[src/rtl/corr_window_ctrl.sv]
// corr_window_ctrl: window sequencer that times count windows and captures engine counts at each boundary
module corr_window_ctrl #(
  parameter int DATA_W = 16,
  parameter int TIME_W = 8,
  localparam int EW = $clog2(TIME_W + 1)
) (
  input  logic              i_clk,
  input  logic              i_rst,
  input  logic              i_cg,
  input  logic              i_start,
  input  logic              i_stop,
  input  logic [EW-1:0]     i_windowLengthExp,
  input  logic [15:0]       i_nWindows,
  output logic [TIME_W-1:0] o_t,
  output logic              o_zeroCounts,
  output logic [EW-1:0]     o_windowLengthExp,
  input  logic [DATA_W-1:0] i_countX,
  input  logic [DATA_W-1:0] i_countY,
  input  logic [DATA_W-1:0] i_countIsect,
  input  logic [DATA_W-1:0] i_countSymdiff,
  output logic              o_rsltValid,
  input  logic              i_rsltReady,
  output logic [DATA_W-1:0] o_rsltX,
  output logic [DATA_W-1:0] o_rsltY,
  output logic [DATA_W-1:0] o_rsltIsect,
  output logic [DATA_W-1:0] o_rsltSymdiff,
  output logic [15:0]       o_rsltIdx,
  output logic              o_overflow,
  output logic              o_busy
);
  localparam logic [0:0] IDLE = 1'b0, RUN = 1'b1;
  logic [0:0] state;
  logic [15:0] nwin, win_cnt;
  logic first_done, cap, done;
  logic [TIME_W:0] span;
  logic [TIME_W-1:0] t_next;
  // first_done rather than win_cnt>=1 so captures survive the 16-bit counter wrap
  always_comb begin
    span = ((TIME_W+1)'(1) << o_windowLengthExp) - (TIME_W+1)'(1);
    t_next = (o_t + TIME_W'(1)) & span[TIME_W-1:0];
    cap = state == RUN && o_zeroCounts && first_done;
    done = cap && nwin != 16'd0 && win_cnt == nwin;
  end
  always_ff @(posedge i_clk or posedge i_rst) begin
    if (i_rst) begin
      state <= IDLE;
      o_t <= '0;
      o_zeroCounts <= 1'b1;
      o_windowLengthExp <= '0;
      nwin <= '0;
      win_cnt <= '0;
      first_done <= 1'b0;
      o_rsltValid <= 1'b0;
      o_rsltX <= '0;
      o_rsltY <= '0;
      o_rsltIsect <= '0;
      o_rsltSymdiff <= '0;
      o_rsltIdx <= '0;
      o_overflow <= 1'b0;
      o_busy <= 1'b0;
    end else if (i_cg) begin
      if (cap) begin
        if (!o_rsltValid || i_rsltReady) begin
          o_rsltValid <= 1'b1;
          o_rsltX <= i_countX;
          o_rsltY <= i_countY;
          o_rsltIsect <= i_countIsect;
          o_rsltSymdiff <= i_countSymdiff;
          o_rsltIdx <= win_cnt - 16'd1;
        end else o_overflow <= 1'b1;
      end else if (o_rsltValid && i_rsltReady) o_rsltValid <= 1'b0;
      if (state == IDLE) begin
        if (i_start && !i_stop) begin
          state <= RUN;
          o_busy <= 1'b1;
          o_windowLengthExp <= i_windowLengthExp > EW'(TIME_W) ? EW'(TIME_W) : i_windowLengthExp;
          nwin <= i_nWindows;
          win_cnt <= '0;
          first_done <= 1'b0;
          o_overflow <= 1'b0;
        end
      end else if (i_stop || done) begin
        state <= IDLE;
        o_busy <= 1'b0;
        o_t <= '0;
        o_zeroCounts <= 1'b1;
      end else begin
        o_t <= t_next;
        o_zeroCounts <= t_next == '0;
        if (o_zeroCounts) begin
          win_cnt <= win_cnt + 16'd1;
          first_done <= 1'b1;
        end
      end
    end
  end
endmodule

[config.mk]
export PLATFORM = sky130hd
export DESIGN_NAME = corr_window_ctrl
export DESIGN_NICKNAME = d
export VERILOG_FILES = /design/src/rtl/corr_window_ctrl.sv
export SDC_FILE = /design/constraint.sdc
export NUM_CORES = 1
export LEC_CHECK = 0
export ABC_AREA = 1
export CORE_MARGIN = 4
export CORE_UTILIZATION = 41
export CTS_CLUSTER_DIAMETER = 100
export DETAILED_ROUTE_END_ITERATION = 8
export PLACE_DENSITY = 0.8
export SLEW_MARGIN = 15
export SYNTH_ARGS = -nofsm -noshare
export SYNTH_HDL_FRONTEND = slang
export SYNTH_SLANG_ARGS = --single-unit
[constraint.sdc]
create_clock -name i_clk -period 4.5 [get_ports i_clk]
set_input_delay 0.9 -clock i_clk [delete_from_list [all_inputs] [get_ports i_clk]]
set_output_delay 0.9 -clock i_clk [all_outputs]
set_load 0.05 [all_outputs]
==> reports/qor.tcl <==
set qor(report.final.hold_viol_count) 0
set qor(area_growth_pct) 42.1
set qor(ant_nets) 0
set qor(grt_first_pass_wirelength_mm) 26.6
set qor(hp-class) {reg -> reg}
set qor(cts.reportedPaths.clkPinSlew_ps) 50
set qor(max_fanout_on_critical_path) 4
set qor(worst_slew_pin_slew_ps) 846
set qor(slew_viol_final) 0
set qor(run_status) {finished clean}
set qor(critical_path.slowest_cell) {sky130_fd_sc_hd__clkdlybuf4s50_1}
set qor(numClockSinks) 130
set qor(finalSetupViolations) 0
set qor(timing.setup.tns_ps) 0
set qor(worst_path_largest_cell_delay_ps) 840
set qor(routed_via_density) 4.85
set qor(antenna_found_initial) 0
set qor(iteration_0_drc_count_of_the_detailed_router) 446
set qor(post-synth-top-area-cell) {sky130_fd_sc_hd__dfrtp_1}
set qor(data_arrival_at_the_endpoint_of_the_critical_path_ps) 1810
set qor(ys_cells) 797
set qor(top_cell_area_share) 0.524
set qor(clock_tree.htree_level_count) 4
set qor(min-delay-start) {o_rsltIsect[11]$_DFFE_PP0P_}
set qor(cts_made_buffers) 17
set qor(clock-skew-final_ps) 7.32
set qor(post_synth_main_area_contributors) {sky130_fd_sc_hd__dfrtp_1, sky130_fd_sc_hd__nand2_1, sky130_fd_sc_hd__o21ai_0}
set qor(time_the_final_worst_path_needs_with_i_o_delays_and_setup_ps) 2710
set qor(hold_worst_path_end) {o_rsltIsect[11]$_DFFE_PP0P_}
set qor(worstSetupStartpointType) {register}
set qor(cts_hold_buffers) 0
set qor(vias_in_the_first_global_route) 5252
set qor(irDropWorstVdd_mv) 0.370
set qor(async_flop_share) 1.00
set qor(f_max_mhz) 369
set qor(dominantRegCellSynth) {sky130_fd_sc_hd__dfrtp_1}
set qor(final_layout_top_logic_cell) {sky130_fd_sc_hd__nand2_1}
set qor(worst_r2r_endpoint) {o_rsltY[12]$_DFFE_PP0P_}
set qor(post-layout-total-power_mw) 6.51
set qor(clock_tree.buffer_depth) 2
set qor(ys_seq_elements) 130
set qor(regToRegStartpoint) {state$_DFFE_PP0P_}
set qor(num_vias) 5684
set qor(placed_cells) 1140
set qor(drt_drc_violations_left) 0
set qor(worst_ep_required_time_ps) 3600
set qor(design.portCount) 186
set qor(critPathBufInv) 1
set qor(timing.critical_path.to_type) {primary output}
set qor(power-per-cell-area_nw_per_um2) 743
set qor(post_drt_wl_per_cell_um) 14.3
set qor(yosys_warnings) 0
set qor(half_perimeter_wire_length_of_the_detailed_placement_result_mm) 12.6
set qor(insertion_delay_ps) 410
set qor(finalNetCount) 1069
set qor(cts_setup_buffers) 0
set qor(worstPathCellList) {clkdlybuf4s50_1}
set qor(highest_layer) {met4}
set qor(grt-ovfl-total) 0
set qor(max_cap_viol_count) 0
set qor(post_synth_inst_count) 797
set qor(cts_resized) 0
set qor(met2_length_mm) 7.86
set qor(placed_area_um2) 8140
set qor(seq_area_frac_synth) 0.528
set qor(design_area_um2) 8760
set qor(syn-cell-area_um2) 6170
set qor(antenna-diode-count) 0
set qor(detailroute.wirelength.met3_mm) 1.48
set qor(warnings) 27
set qor(reg2reg_slack_ps) 2330
set qor(grt_setup_unrepaired) {no}
set qor(fp.dieArea_um2) 17100
==> routing by layer <==
metal | GRT usage | vias up
met5 | 0 | -
met4 | 0.0569 | 0
met3 | 0.0557 | 19
met2 | 0.324 | 223
met1 | 0.257 | 2593
li1 | - | 2849
==> how the worst max path moves through the flow <==
| stage | startpoint | endpoint | slack [ps] | cells after the start |
|---|---|---|---|---|
| detailed placement | i_cg | o_rsltX[1]$_DFFE_PP0P_ | 1490 | 8 |
| CTS | o_zeroCounts$_DFFE_PP1P_ | o_zeroCounts | 1770 | 1 |
| floorplan | i_rst | first_done$_DFFE_PP0P_ | 130 | 1 |
| finish | o_zeroCounts$_DFFE_PP1P_ | o_zeroCounts | 1790 | 1 |
| global route | o_zeroCounts$_DFFE_PP1P_ | o_zeroCounts | 1710 | 1 |
| global placement | i_cg | o_rsltY[10]$_DFFE_PP0P_ | 1560 | 8 |
==> registers in the layout, summed over array words and instances (netlist names) <==
signal and cells:
o_rsltX 16, o_busy 1, o_t 8, o_rsltIsect 16, win_cnt 16, nwin 16
o_overflow 1, o_windowLengthExp 4, o_rsltIdx 16, o_zeroCounts 1, first_done 1, state 1
o_rsltSymdiff 16, o_rsltValid 1, o_rsltY 16
==> cell type report <==
class	instances	area, um^2
clock buffer	18	439
clock inverter	13	186
fill	1302	5880
inverter	56	213
multi-input combinational	579	2540
sequential	130	3250
tap	184	230
timing repair buffer	191	1900
==> where the power goes <==
part	total, mW	switching, mW	leakage [nW]	internal, mW
Clock	1.45	0.510	0.294	0.938
Sequential	1.91	0.301	1.65	1.61
Combinational	3.15	2.13	2.29	1.02
==> through the flow <==
| stage | hold WS, ps | util | worst slack [ps] |
|---|---|---|---|
| after detailed placement | 459 | 0.556 | 1490 |
| after global routing | 497 | 0.598 | 1710 |
| after global placement | 456 | 0.556 | 1560 |
| after floorplan | 442 | - | 132 |
| after CTS | 480 | 0.598 | 1770 |
| final | 475 | 0.598 | 1790 |
==> cells in the mapped netlist (2+ instances only) <==
cell,number
sky130_fd_sc_hd__inv_1,49
sky130_fd_sc_hd__a31oi_1,6
sky130_fd_sc_hd__o21ai_0,47
sky130_fd_sc_hd__ha_1,4
sky130_fd_sc_hd__xor2_1,17
sky130_fd_sc_hd__xnor2_1,2
sky130_fd_sc_hd__dfrtp_1,129
sky130_fd_sc_hd__buf_4,6
sky130_fd_sc_hd__nand2_1,360
sky130_fd_sc_hd__nand4_1,7
sky130_fd_sc_hd__nor2_1,62
sky130_fd_sc_hd__nor2_2,3
sky130_fd_sc_hd__a21oi_1,12
sky130_fd_sc_hd__clkbuf_1,14
sky130_fd_sc_hd__nand3_2,2
sky130_fd_sc_hd__o21ai_1,2
sky130_fd_sc_hd__buf_1,3
sky130_fd_sc_hd__inv_2,6
sky130_fd_sc_hd__o22ai_1,2
sky130_fd_sc_hd__a21o_1,2
sky130_fd_sc_hd__nand3_1,39
sky130_fd_sc_hd__nor3_1,6
sky130_fd_sc_hd__buf_2,7
==> kinds of logic after synthesis <==
kind of cell,synth area share
adders and majority gates,0.00812
buffers and inverters,0.0607
AOI/OAI and AO/OA,0.0613
DFF,0.528
xor gates and xnor gates,0.0270
and+or+nand+nor,0.315
Fig. 1: placed standard cells
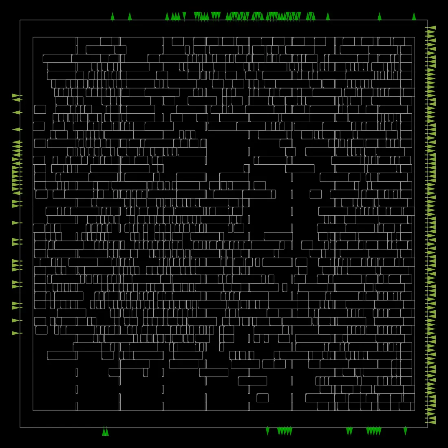
number of inserted filler cells in the final layout: 1302
tapcell count: 184
flop count: 130
floorplan core area: 14600 um^2

Fig. 2: placed cells, one colour a class
The bar under the picture is 50 um long.
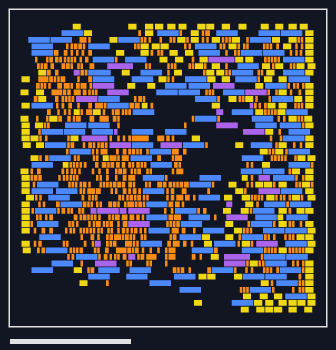
Key: other buffers and delay cells = yellow [cells 191, share of their area 22%]; flops = blue [cells 130, share of their area 38%]; combinational and other logic = orange [cells 635, share of their area 32%]; clock drivers and dummy loads = purple [cells 31, share of their area 7.3%]

No activity file was given, so power comes from the tool's default toggle rates.
